==> images/final_congestion.png <==
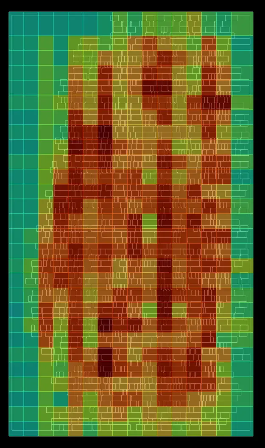
==> images/registers.png <==
Scale: 2 px per um. Other sequential cells in the stronger gray, the rest of the logic in the fainter gray.
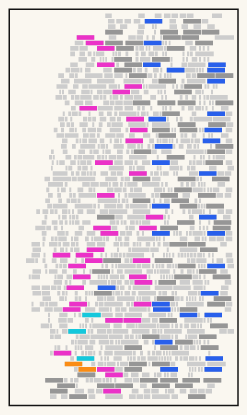
==> images/gate_families.png <==
Scale: 2 px per um.
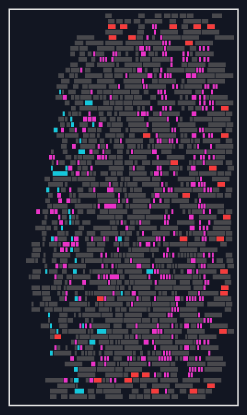
### config.mk
export PLATFORM = sky130hd
export DESIGN_NAME = eq_biquad_band
export DESIGN_NICKNAME = d
export VERILOG_FILES = /design/src/rtl/eq_pkg.sv /design/src/rtl/strobe_sync.sv /design/src/rtl/eq_biquad_band.sv
export SDC_FILE = /design/constraint.sdc
export NUM_CORES = 1
export LEC_CHECK = 0
export ABC_CLOCK_PERIOD_IN_PS = 3950
export CORE_ASPECT_RATIO = 1.75
export CORE_UTILIZATION = 45
export CTS_CLUSTER_SIZE = 16
export DETAILED_ROUTE_END_ITERATION = 10
export GPL_TIMING_DRIVEN = 0
export HOLD_SLACK_MARGIN = 0.12
export PLACE_DENSITY = 0.68
export SYNTH_ARGS = -nofsm -noshare
export SYNTH_HDL_FRONTEND = slang
export SYNTH_HIERARCHICAL = 1
export SYNTH_SLANG_ARGS = --single-unit
### constraint.sdc
create_clock -name clk -period 3.95 [get_ports clk]
set_input_delay 0.9875 -clock clk [delete_from_list [all_inputs] [get_ports clk]]
set_output_delay 0.9875 -clock clk [all_outputs]
set_load 0.01 [all_outputs]
### src/rtl/eq_pkg.sv
// Shared equalizer definitions: sample/coefficient formats,
// FSM encoding and output saturation limits.
package eq_pkg;

    localparam int DATA_W = 29;
    localparam int COEF_W = 18;
    localparam int FRAC   = 14;
    localparam int ACC_W  = DATA_W + COEF_W + 3;
    localparam int ONE    = 16384;

    localparam longint SAT_MAX = (64'sd1 <<< (DATA_W - 1)) - 64'sd1;
    localparam longint SAT_MIN = -(64'sd1 <<< (DATA_W - 1));

    typedef enum logic [1:0] {
        ST_IDLE  = 2'd0,
        ST_MAC   = 2'd1,
        ST_ROUND = 2'd2
    } state_e;

endpackage

### src/rtl/strobe_sync.sv
// Two-flop synchronizer plus falling-edge detector.
// Ports: clk, rst_n (async low), strobe_i (async), pulse_o (1-clk on fall).
module strobe_sync (
    input  logic clk,
    input  logic rst_n,
    input  logic strobe_i,
    output logic pulse_o
);

    logic s1_q, s2_q, s3_q;

    always_ff @(posedge clk or negedge rst_n) begin
        if (!rst_n) begin
            s1_q <= 1'b0;
            s2_q <= 1'b0;
            s3_q <= 1'b0;
        end else begin
            s1_q <= strobe_i;
            s2_q <= s1_q;
            s3_q <= s2_q;
        end
    end

    // s3_q is the previous synchronized level; one pulse per fall
    assign pulse_o = s3_q & ~s2_q;

endmodule

### src/rtl/eq_biquad_band.sv
// One EQ band: direct-form-I biquad, one shared multiplier over 5 taps.
// Ports: clk, Reset (async low), in_strobe/in_data (ADC side), bypass,
//        out_data/out_valid, busy, overrun (sticky).
module eq_biquad_band
    import eq_pkg::*;
#(
    parameter int signed B0 = ONE,
    parameter int signed B1 = 0,
    parameter int signed B2 = 0,
    parameter int signed A1 = 0,
    parameter int signed A2 = 0
) (
    input  logic              clk,
    input  logic              Reset,
    input  logic              in_strobe,
    input  logic [DATA_W-1:0] in_data,
    input  logic              bypass,
    output logic [DATA_W-1:0] out_data,
    output logic              out_valid,
    output logic              busy,
    output logic              overrun
);

    localparam logic signed [ACC_W-1:0] HALF = ACC_W'(1) <<< (FRAC - 1);
    localparam logic signed [ACC_W-1:0] LIM_HI = ACC_W'(SAT_MAX);
    localparam logic signed [ACC_W-1:0] LIM_LO = ACC_W'(SAT_MIN);

    logic cap;

    strobe_sync u_sync (
        .clk      (clk),
        .rst_n    (Reset),
        .strobe_i (in_strobe),
        .pulse_o  (cap)
    );

    state_e                    state_q;
    logic [2:0]                tap_q;
    logic signed [DATA_W-1:0]  x_q, x1_q, x2_q, y1_q, y2_q;
    logic signed [ACC_W-1:0]   acc_q;
    logic [DATA_W-1:0]         out_data_q;
    logic                      out_valid_q, busy_q, overrun_q;

    logic signed [COEF_W:0]        coef;
    logic signed [DATA_W-1:0]      opnd;
    logic signed [COEF_W+DATA_W:0] prod;
    logic signed [ACC_W-1:0]       prod_ext, rnd, shifted;
    logic signed [DATA_W-1:0]      y_d;

    // Coefficients carry one extra bit so negating A1/A2 cannot overflow
    always_comb begin
        coef = '0;
        opnd = '0;
        unique case (tap_q)
            3'd0: begin coef = (COEF_W+1)'(B0);  opnd = x_q;  end
            3'd1: begin coef = (COEF_W+1)'(B1);  opnd = x1_q; end
            3'd2: begin coef = (COEF_W+1)'(B2);  opnd = x2_q; end
            3'd3: begin coef = (COEF_W+1)'(-A1); opnd = y1_q; end
            3'd4: begin coef = (COEF_W+1)'(-A2); opnd = y2_q; end
            default: begin coef = '0; opnd = '0; end
        endcase
    end

    assign prod     = coef * opnd;
    assign prod_ext = ACC_W'(prod);

    always_comb begin
        rnd     = acc_q + HALF;
        shifted = rnd >>> FRAC;
        if (shifted > LIM_HI)
            y_d = DATA_W'(SAT_MAX);
        else if (shifted < LIM_LO)
            y_d = DATA_W'(SAT_MIN);
        else
            y_d = shifted[DATA_W-1:0];
        if (bypass)
            y_d = x_q;
    end

    always_ff @(posedge clk or negedge Reset) begin
        if (!Reset) begin
            state_q     <= ST_IDLE;
            tap_q       <= '0;
            x_q         <= '0;
            x1_q        <= '0;
            x2_q        <= '0;
            y1_q        <= '0;
            y2_q        <= '0;
            acc_q       <= '0;
            out_data_q  <= '0;
            out_valid_q <= 1'b0;
            busy_q      <= 1'b0;
            overrun_q   <= 1'b0;
        end else begin
            out_valid_q <= 1'b0;
            if (cap && state_q != ST_IDLE)
                overrun_q <= 1'b1;
            case (state_q)
                ST_IDLE: begin
                    // busy drops the cycle after out_valid unless a new sample lands
                    busy_q <= cap;
                    if (cap) begin
                        x_q     <= in_data;
                        acc_q   <= '0;
                        tap_q   <= '0;
                        state_q <= ST_MAC;
                    end
                end
                ST_MAC: begin
                    acc_q <= acc_q + prod_ext;
                    if (tap_q == 3'd4)
                        state_q <= ST_ROUND;
                    else
                        tap_q <= tap_q + 3'd1;
                end
                ST_ROUND: begin
                    out_data_q  <= y_d;
                    out_valid_q <= 1'b1;
                    x2_q        <= x1_q;
                    x1_q        <= x_q;
                    y2_q        <= y1_q;
                    y1_q        <= y_d;
                    state_q     <= ST_IDLE;
                end
                default: state_q <= ST_IDLE;
            endcase
        end
    end

    assign out_data  = out_data_q;
    assign out_valid = out_valid_q;
    assign busy      = busy_q;
    assign overrun   = overrun_q;

endmodule

==> impl_metrics.csv <==
group,metric,value,unit
finish,buf_share,11.0,%
synth,syn-num-nets,1223,
global_routing,grt_pass1_vias,8939,
place,preCtsSetupSlack,-1.31,ns
critical_path,path_max_fanout,6,
finish,area_delta_synth_final,30.9,%
clock_network,cts.sinks,163,
finish,seq_area,4080,sq um
clock_network,clockBufferDepth,2,
critical_path,cpPeakStageDelay,0.43,ns
clock_network,tritoncts,"built",
finish,comb_cells,838,
synth,ys_seq_share,41.6,%
run_status,status,"finished with violations",
global_routing,overflow,0,
clock_network,cts_hold_buf,0,
critical_path,endpoint,"acc_q[46]$_DFFE_PN0P_",
power_and_ir_drop,p_clk_share,14.3,%
final_timing,fin_ws,-0.160,ns
finish,fin_cells,1506,
finish,layout_top_cells,"290 x nand2_1, 162 x dfrtp_1, 72 x ha_1",
place,dp_hpwl,21400,um
floorplanning,die_h,197,um
synth,ys_async_sr_fraction,100,%
finish,drive_gt1_share,21.4,%
power_and_ir_drop,finalPower,11000,uW
synth,synthAdderAreaFrac,13.8,%
place,placed_area,10900,sq um
floorplanning,die_area,22400,sq um
synth,common_cells,"297 x nand2_1, 163 x dfrtp_1, 107 x ha_1, 94 x a21oi_1, 69 x o21ai_0",
power_and_ir_drop,p_seq_share,30.2,%
clock_network,post-cts-setup-buffers,19,
synth,yosys_area,9820,sq um
finish,clock_area_share,4.29,%
routing,met1Wirelength,11400,um
finish,num-fill-cells,1749,
synth,synth_area_leader_cell,"dfrtp_1",
critical_path,worstPathArrival,4.48,ns
power_and_ir_drop,switching_power,4950,uW
finish,inverters,15,
run_status,violations,"negative setup slack",
critical_path,r2r_start,"tap_q[0]$_DFFE_PN0P_",
power_and_ir_drop,ir_drop,385,uV
synth,synth_cell_type_count,63,
final_timing,setup_violations,9,
routing,drt_wl_total,30900,um
finish,antennaDiodeCount,0,
critical_path,endpoint_kind,"flip-flop",
flow_run,drv_cap,0,
synth,synthAoiAreaFrac,16.7,%
## Picture notes: final_congestion.png
WL per Instance: 20.5 um
post-layout util: 60.0%
gr usage total: 27.6%
busiest layer in global routing: met2
met3 Use GR: 4.02%

## Picture notes: registers.png
[magenta] acc_q | sequential cells: 36
[blue] x1_q | sequential cells: 29
[orange] state_q | sequential cells: 2
[cyan] tap_q | sequential cells: 3
not colored: 93

## Picture notes: gate_families.png
[cyan] NOR gates | cells: 39
[magenta] NAND gates | cells: 358
[red] multiplexers | cells: 31

Power figures rest on the tool's default switching activity, not on a simulated workload.
